**src/rtl/cpu_pkg.sv**
```systemverilog
// Shared codes and types for the CPU <-> motherboard memory sequencer.
// Bus command/status encodings are plain integers cast to the bus width at use.
package cpu_pkg;

   localparam int unsigned WORD_WIDTH_DEF  = 16;
   localparam int unsigned STATE_WIDTH_DEF = 8;

   localparam int unsigned CTRL_IDLE  = 0;
   localparam int unsigned CTRL_READ  = 1;
   localparam int unsigned CTRL_WRITE = 2;

   localparam int unsigned STAT_IDLE = 0;
   localparam int unsigned STAT_BUSY = 1;
   localparam int unsigned STAT_DONE = 2;

   typedef enum logic {
      OP_READ  = 1'b0,
      OP_WRITE = 1'b1
   } op_e;

   typedef enum logic [1:0] {
      SEQ_IDLE,
      SEQ_REQ,
      SEQ_RELEASE,
      SEQ_FINISH
   } seq_state_e;

   function automatic int unsigned ctrl_for_op(input op_e op);
      return (op == OP_WRITE) ? CTRL_WRITE : CTRL_READ;
   endfunction

endpackage

```
**src/rtl/cpu_mem_sequencer_if.sv**
```systemverilog
// Call/return handshake from the CPU FSM plus the motherboard ctrl/stat pair.
// master = CPU and motherboard side, slave = the sequencer.
interface cpu_mem_sequencer_if #(
   parameter int unsigned WORD_WIDTH  = 16,
   parameter int unsigned STATE_WIDTH = 8
);
   logic                   call_valid;
   logic                   call_op;
   logic [STATE_WIDTH-1:0] call_ret;
   logic [WORD_WIDTH-1:0]  mobo_stat;
   logic [WORD_WIDTH-1:0]  mobo_ctrl;
   logic                   busy;
   logic                   data_latch;
   logic                   done;
   logic [STATE_WIDTH-1:0] ret_state;
   logic                   err;
   logic                   dbg_enable;

   modport master (
      output call_valid, call_op, call_ret, mobo_stat,
      input  mobo_ctrl, busy, data_latch, done, ret_state, err, dbg_enable
   );

   modport slave (
      input  call_valid, call_op, call_ret, mobo_stat,
      output mobo_ctrl, busy, data_latch, done, ret_state, err, dbg_enable
   );
endinterface

```
**src/rtl/seq_timeout_counter.sv**
```systemverilog
// Transaction cycle counter, wrapping at TIMEOUT; tc marks the last count.
// TIMEOUT=0 keeps tc low permanently.
module seq_timeout_counter #(
   parameter int unsigned TIMEOUT = 16
) (
   input  logic clk,
   input  logic rst,
   input  logic clear,
   input  logic enable,
   output logic tc
);
   localparam int unsigned    CW   = (TIMEOUT > 1) ? $clog2(TIMEOUT) : 1;
   localparam logic [CW-1:0]  LAST = (TIMEOUT > 0) ? CW'(TIMEOUT - 1) : '0;

   logic [CW-1:0] count;

   // Wrapping (rather than saturating) gives RELEASE a fresh budget after a REQ timeout.
   always_ff @(posedge clk) begin
      if (!rst || clear) begin
         count <= '0;
      end else if (enable) begin
         count <= (count == LAST) ? '0 : count + 1'b1;
      end
   end

   assign tc = (TIMEOUT != 0) && (count == LAST);

endmodule

```
**src/rtl/cpu_mem_sequencer.sv**
```systemverilog
// Call/return engine running the 4-phase READ/WRITE handshake with the motherboard.
// Moore outputs are registered alongside the state; data_latch is the only Mealy output.
module cpu_mem_sequencer
   import cpu_pkg::*;
#(
   parameter int unsigned WORD_WIDTH  = WORD_WIDTH_DEF,
   parameter int unsigned STATE_WIDTH = STATE_WIDTH_DEF,
   parameter int unsigned TIMEOUT     = 16
) (
   input logic               clk,
   input logic               rst,
   cpu_mem_sequencer_if.slave bus
);
   seq_state_e             state;
   op_e                    op;
   logic [STATE_WIDTH-1:0] ret;
   logic                   err_flag;
   logic [WORD_WIDTH-1:0]  mobo_ctrl_q;
   logic                   busy_q;
   logic                   done_q;
   logic                   err_q;
   logic                   dbg_q;

   logic stat_done;
   logic stat_idle;
   logic accept;
   logic cnt_en;
   logic tc;

   assign stat_done = (bus.mobo_stat == WORD_WIDTH'(STAT_DONE));
   assign stat_idle = (bus.mobo_stat == WORD_WIDTH'(STAT_IDLE));
   assign accept    = (state == SEQ_IDLE) && bus.call_valid;
   assign cnt_en    = ((state == SEQ_REQ) && !stat_done) || (state == SEQ_RELEASE);

   seq_timeout_counter #(
      .TIMEOUT (TIMEOUT)
   ) u_timeout (
      .clk    (clk),
      .rst    (rst),
      .clear  (accept),
      .enable (cnt_en),
      .tc     (tc)
   );

   always_ff @(posedge clk) begin
      if (!rst) begin
         state       <= SEQ_IDLE;
         op          <= OP_READ;
         ret         <= '0;
         err_flag    <= 1'b0;
         mobo_ctrl_q <= '0;
         busy_q      <= 1'b0;
         done_q      <= 1'b0;
         err_q       <= 1'b0;
         dbg_q       <= 1'b0;
      end else begin
         done_q <= 1'b0;
         err_q  <= 1'b0;
         unique case (state)
            SEQ_IDLE: begin
               if (bus.call_valid) begin
                  op          <= op_e'(bus.call_op);
                  ret         <= bus.call_ret;
                  err_flag    <= 1'b0;
                  mobo_ctrl_q <= WORD_WIDTH'(ctrl_for_op(op_e'(bus.call_op)));
                  busy_q      <= 1'b1;
                  dbg_q       <= 1'b1;
                  state       <= SEQ_REQ;
               end
            end
            SEQ_REQ: begin
               // DONE wins over a coincident timeout so read data is never dropped.
               if (stat_done) begin
                  mobo_ctrl_q <= WORD_WIDTH'(CTRL_IDLE);
                  state       <= SEQ_RELEASE;
               end else if (tc) begin
                  err_flag    <= 1'b1;
                  mobo_ctrl_q <= WORD_WIDTH'(CTRL_IDLE);
                  state       <= SEQ_RELEASE;
               end
            end
            SEQ_RELEASE: begin
               if (stat_idle) begin
                  done_q <= 1'b1;
                  err_q  <= err_flag;
                  state  <= SEQ_FINISH;
               end else if (tc) begin
                  err_flag <= 1'b1;
                  done_q   <= 1'b1;
                  err_q    <= 1'b1;
                  state    <= SEQ_FINISH;
               end
            end
            SEQ_FINISH: begin
               busy_q <= 1'b0;
               dbg_q  <= 1'b0;
               state  <= SEQ_IDLE;
            end
         endcase
      end
   end

   assign bus.mobo_ctrl  = mobo_ctrl_q;
   assign bus.busy       = busy_q;
   assign bus.done       = done_q;
   assign bus.err        = err_q;
   assign bus.dbg_enable = dbg_q;
   assign bus.ret_state  = ret;
   assign bus.data_latch = (state == SEQ_REQ) && (op == OP_READ) && stat_done;

endmodule

```
**src/flat_wrapper.sv**
```systemverilog
// flat-port wrapper written by rule: the top's interface ports become plain ports
module cpu_mem_sequencer_flat import cpu_pkg::*;
#(
   parameter int unsigned WORD_WIDTH  = WORD_WIDTH_DEF,
   parameter int unsigned STATE_WIDTH = STATE_WIDTH_DEF,
   parameter int unsigned TIMEOUT     = 16
)
  (clk, rst, bus_call_valid, bus_call_op, bus_call_ret, bus_mobo_stat, bus_mobo_ctrl, bus_busy, bus_data_latch, bus_done, bus_ret_state, bus_err, bus_dbg_enable);
  cpu_mem_sequencer_if #(.WORD_WIDTH(WORD_WIDTH), .STATE_WIDTH(STATE_WIDTH)) bus_i ();
  input logic clk;
  input logic rst;
  input wire logic [$bits(bus_i.call_valid)-1:0] bus_call_valid;
  input wire logic [$bits(bus_i.call_op)-1:0] bus_call_op;
  input wire logic [$bits(bus_i.call_ret)-1:0] bus_call_ret;
  input wire logic [$bits(bus_i.mobo_stat)-1:0] bus_mobo_stat;
  output wire logic [$bits(bus_i.mobo_ctrl)-1:0] bus_mobo_ctrl;
  output wire logic [$bits(bus_i.busy)-1:0] bus_busy;
  output wire logic [$bits(bus_i.data_latch)-1:0] bus_data_latch;
  output wire logic [$bits(bus_i.done)-1:0] bus_done;
  output wire logic [$bits(bus_i.ret_state)-1:0] bus_ret_state;
  output wire logic [$bits(bus_i.err)-1:0] bus_err;
  output wire logic [$bits(bus_i.dbg_enable)-1:0] bus_dbg_enable;
  assign bus_i.call_valid = bus_call_valid;
  assign bus_i.call_op = bus_call_op;
  assign bus_i.call_ret = bus_call_ret;
  assign bus_i.mobo_stat = bus_mobo_stat;
  assign bus_mobo_ctrl = bus_i.mobo_ctrl;
  assign bus_busy = bus_i.busy;
  assign bus_data_latch = bus_i.data_latch;
  assign bus_done = bus_i.done;
  assign bus_ret_state = bus_i.ret_state;
  assign bus_err = bus_i.err;
  assign bus_dbg_enable = bus_i.dbg_enable;
  cpu_mem_sequencer #(.WORD_WIDTH(WORD_WIDTH), .STATE_WIDTH(STATE_WIDTH), .TIMEOUT(TIMEOUT)) u_core (.clk(clk), .rst(rst), .bus(bus_i));
endmodule
```
**config.mk**
```make
export PLATFORM = sky130hd
export DESIGN_NAME = cpu_mem_sequencer_flat
export DESIGN_NICKNAME = d
export VERILOG_FILES = /design/src/rtl/cpu_pkg.sv /design/src/rtl/cpu_mem_sequencer_if.sv /design/src/rtl/seq_timeout_counter.sv /design/src/rtl/cpu_mem_sequencer.sv /design/src/flat_wrapper.sv
export SDC_FILE = /design/constraint.sdc
export NUM_CORES = 1
export LEC_CHECK = 0
export CAP_MARGIN = 20
export CORE_MARGIN = 2
export CORE_UTILIZATION = 30
export DETAILED_ROUTE_END_ITERATION = 10
export PLACE_DENSITY = 0.64
export SLEW_MARGIN = 20
export SYNTH_ARGS = -nofsm -noshare
export SYNTH_HDL_FRONTEND = slang
export SYNTH_HIERARCHICAL = 1
export SYNTH_SLANG_ARGS = --single-unit
```
**constraint.sdc**
```tcl
create_clock -name clk -period 1.9 [get_ports clk]
set_input_delay 0.38 -clock clk [delete_from_list [all_inputs] [get_ports clk]]
set_output_delay 0.38 -clock clk [all_outputs]
set_load 0.02 [all_outputs]
```
Fig. 1: gate-type map
Drawn at 4 px/µm.
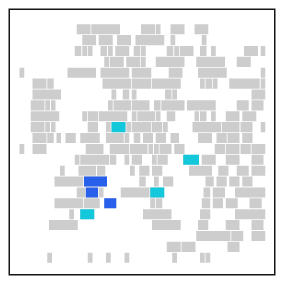
family	colour	cells
mux cells	cyan	4
xor and xnor cells	blue	3

Fig. 2: register map, names as in the netlist
Drawn at 8 px/µm. Other sequential cells in the stronger grey, the rest of the logic in the fainter grey.
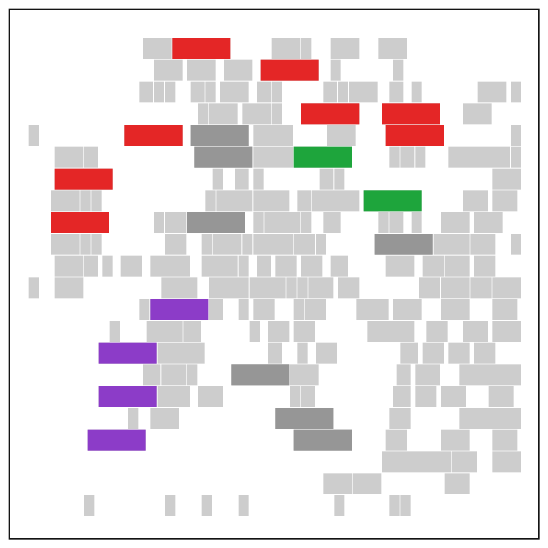
netlist name	colour	sequential cells
u_core/bus.ret_state	red	8
u_core/bus.mobo_ctrl	green	2
u_core/u_timeout/count	purple	4
not coloured	7

==> qor.log <==
[sta] worst-case setup margin in the final layout 0.0816 ns
[clocking] CTS sink cnt 21
[worst_setup_path] worst reg2reg path endpoint u_core/state[1]
[synth] cell count in the Yosys report 133
[synth] count of warnings emitted by yosys 6
[floorplanning] fp util 0.313
[clocking] Num CTS Buffers 3
[hold_path] worst hold path stage count 2
[sta] Final Setup Violations 0
[worst_setup_path] worst-case register-to-register setup slack 0.20 ns
[worst_setup_path] family with the most delay on the worst path simple AND/OR/NAND/NOR gates
[global_route] first-pass GRT wire length 4430 µm
[place] buffers added on ports 42
[finish] number of nets in the finished design 228
[global_route] GR Overflow Total 0
[floorplanning] number of top-level pins 57
[sta] shortest clock period the worst path allows after layout 1.82 ns
[worst_setup_path] element type at the critical path start input pin
[route] detailed-route wire length 2740 µm
[global_route] grt met3 use 0.0341
[finish] design area 1790 µm²
[place] post-place instance area 1680 µm²
[route] wire length per cell after detailed routing 11.3 µm
[place] Detail Placement HPWL 2130 µm
[global_route] grt met1 use 0.155
[clocking] number of buffers inserted for hold repair after clock tree synthesis 0
[sta] tightest hold margin 0.456 ns
[floorplanning] die height 66.0 µm
[pwr] worst voltage drop across the vdd grid 0.541 mV
[place] weighted congestion at the end of routability-driven global placement 0.738
[route] first drt pass iteration count 4
[pwr] Leakage 0.778 nW
[floorplanning] Core Rows 22
[global_route] number of global-route vias before repair 1,022
[clocking] maximum buffer depth of the clock tree 2
[hold_path] end point of the most critical hold path u_core/bus.mobo_ctrl[1]
[clocking] root cell of the clock tree clkbuf_8
[global_route] Tot GR Track Use 0.131
[floorplanning] Core Box Area 3690 µm²
[sta] fraction of the cycle the final worst path needs 0.957
[route] DRC viols 0
[worst_setup_path] ordered cell list for the critical path clkdlybuf4s15_1, nor4_4, and2_4, nand3_2, nor3_2, buf_4
[worst_setup_path] launch point of the critical path bus_mobo_stat[14]
[flow_run] number of warning messages in the logs 29
[worst_setup_path] critical path data required time 1.52 ns
[pwr] Tot Pwr 1.84 mW
[synth] synthesized area per cell 8.67 µm²
[place] cell count after placement 234
[clocking] Worst-path clk slew 0.08 ns
[sta] Fin. Hold Viols 0
[floorplanning] Horiz. Die Dim 66.0 µm
[floorplanning] overall die area 4360 µm²
[worst_setup_path] r2r worst-path depth 8
[synth] Yosys reg bits 21
[finish] share of final-layout standard cells stronger than drive strength 1 0.222
[worst_setup_path] sort of element at the end of the critical path primary output
[hold_path] source of the worst hold timing path u_core/bus.mobo_ctrl[1]
[outcome] status finished, final reports clean
[synth] post-synthesis cell area 1150 µm²
[worst_setup_path] Crit path largest cell delay 0.32 ns
[route] vias 1,089
[sta] peak clock frequency supported by timing 550 MHz
[worst_setup_path] Crit path arrival time 1.44 ns
[sta] final tally of max-slew violations 0
[hold_path] type of the most critical hold path flip-flop to flip-flop
[worst_setup_path] type of the worst setup path input pin to primary output
[pwr] Power Density 1030 nW/µm²
[synth] share of synthesized area occupied by flip-flops and latches 0.364
[worst_setup_path] startpoint of the most critical register-to-register path u_core/state[1]
[synth] number of unique standard cell types used by synthesis 37
[global_route] M2 GR Usage 0.230
[worst_setup_path] CP bufs+invs 2
[synth] count of mapped cells out of synthesis 133
[flow_run] number of maximum-capacitance violations 0
[global_route] most utilized layer in the global route result met2
[finish] number of standard cells in the final layout excluding fillers 242
[global_route] maximum number of pins on one net before global-route repair 14
[worst_setup_path] Crit-path slowest cell nor4_4
[route] routed via count divided by cell count 4.50
[clocking] number of levels the H-tree was split into 1
[worst_setup_path] critical path peak fanout 2
[synth] synthesis area per yosys 1150 µm²
[clocking] Insertion Delay late pin 0.26 ns
[finish] diodes inserted 0
[global_route] number of antenna violations at the first check in global routing 0
[sta] clk_skew 0.00184 ns
[route] drt initial violations 21
Fig. 3: zoomed window
Window x 37 to 62, y 37 to 62 µm. Cells in grey, sequential cells in the stronger grey; small squares are vias.
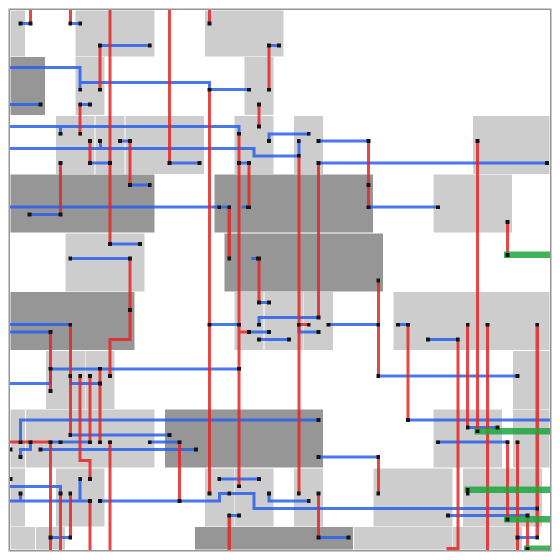
layer	colour
M2	red
M3	green
M1	blue
most frequent	nand2_1 (10), clkdlybuf4s50_1 (8)
netlist names of flops here include	u_core/bus.ret_state (3), u_core/bus.mobo_ctrl (2)
cells with their middle in the window	34
sequential cells in the window	5

[flip-flops by register name, summed over array words and instances, names as in the netlist]
| name | flops |
|---|---|
| u_core/u_timeout/count | 4 |
| u_core/bus.ret_state | 8 |
| u_core/state | 2 |
| u_core/bus.dbg_enable | 1 |
| u_core/err_flag | 1 |
| u_core/bus.mobo_ctrl | 2 |
| u_core/bus.done | 1 |
| u_core/bus.err | 1 |
| u_core/op | 1 |
[synth_stat cells, drive strengths merged]
cell,number,area share
nand3,2,0.0087
o31ai,3,0.024
a41o,2,0.018
and2,1,0.0054
nor2,9,0.031
nand2,25,0.081
o221ai,1,0.0076
xnor2,1,0.0076
dfxtp,21,0.36
clkinv,1,0.0033
inv,7,0.023
nand2b,2,0.017
nor2b,1,0.012
and3,1,0.0054
nor4,4,0.046
mux2i,3,0.026
buf,15,0.098
nand4,3,0.022
mux2,1,0.0098
a41oi,1,0.0076
xor2,2,0.015
nor4b,1,0.013
clkbuf,2,0.0065
ha,5,0.054
nor3,2,0.0087
conb,1,0.0033
a21oi,14,0.061
o41ai,1,0.014
a211oi,1,0.0065
[where the power goes]
part | switching [mW] | internal [mW]
combinational | 0.503 | 0.460
clock | 0.147 | 0.146
sequential | 0.0600 | 0.527
[what timing repair did]
action                                  4_1_cts  5_1_grt
setup buffers                                 3        1
pin swaps                                     7        5
resized                                      24       11
endpoints found under the setup margin        4        5
[placed cells by master (no fill, tap or decap), types with 2 or more instances in the layout]
master / synthesis / final
dfxtp_1: 21 / 21
nand4_1: 2 / 2
conb_1: 1 / 14
dlygate4sd2_1: 0 / 11
inv_1: 6 / 5
o31ai_1: 2 / 2
ha_1: 5 / 5
nand2_1: 25 / 25
nor4_4: 1 / 3
nor2_1: 8 / 8
buf_4: 15 / 20
a21oi_1: 14 / 14
mux2i_1: 3 / 3
clkbuf_8: 0 / 3
clkdlybuf4s15_1: 0 / 4
clkdlybuf4s50_1: 0 / 25
inv_2: 1 / 2
[routing by layer]
layer | vias up | wire [µm]
met2 | 39 | 1330
li1 | 550 | -
met4 | 0 | 32
met3 | 4 | 198
met5 | - | 0
met1 | 496 | 1170
[layout make-up]
class / instances / area (µm²)
Clock buffer: 3 / 41.3
Clock inverter: 1 / 5.00
Fill cell: 376 / 1900
Inverter: 8 / 30.0
Multi-Input combinational cell: 100 / 686
Sequential cell: 21 / 420
Tap cell: 48 / 60.1
Timing Repair Buffer: 61 / 549
[worst max-delay path by stage]
stage,endpoint,cells after the start
finish,bus_data_latch,6
global route,bus_data_latch,6
CTS,bus_data_latch,6
detailed placement,bus_data_latch,6
global placement,bus_data_latch,6
floorplan,bus_data_latch,4
[cells by family (layout without fill, tap and decap cells)]
group	Yosys count	after routing	share of synthesized area
flip-flops	21	21	0.364
adder cells (fa/ha/maj)	5	5	0.0542
buffers and inverters	25	73	0.130
XOR/XNOR	3	3	0.0228
multiplexers	4	4	0.0358
AND-OR/OR-AND	23	23	0.139
AND/OR/NAND/NOR	51	51	0.251
other	1	14	0.00325
[metrics by stage]
step                      utilization  TNS [ns]
after global routing            0.486   -0.0197
after global placement          0.454     -2.41
after floorplan                     -         0
final                           0.486         0
after CTS                       0.470         0
after detailed placement        0.454     -3.03
No activity file was given, so power comes from the tool's default toggle rates.
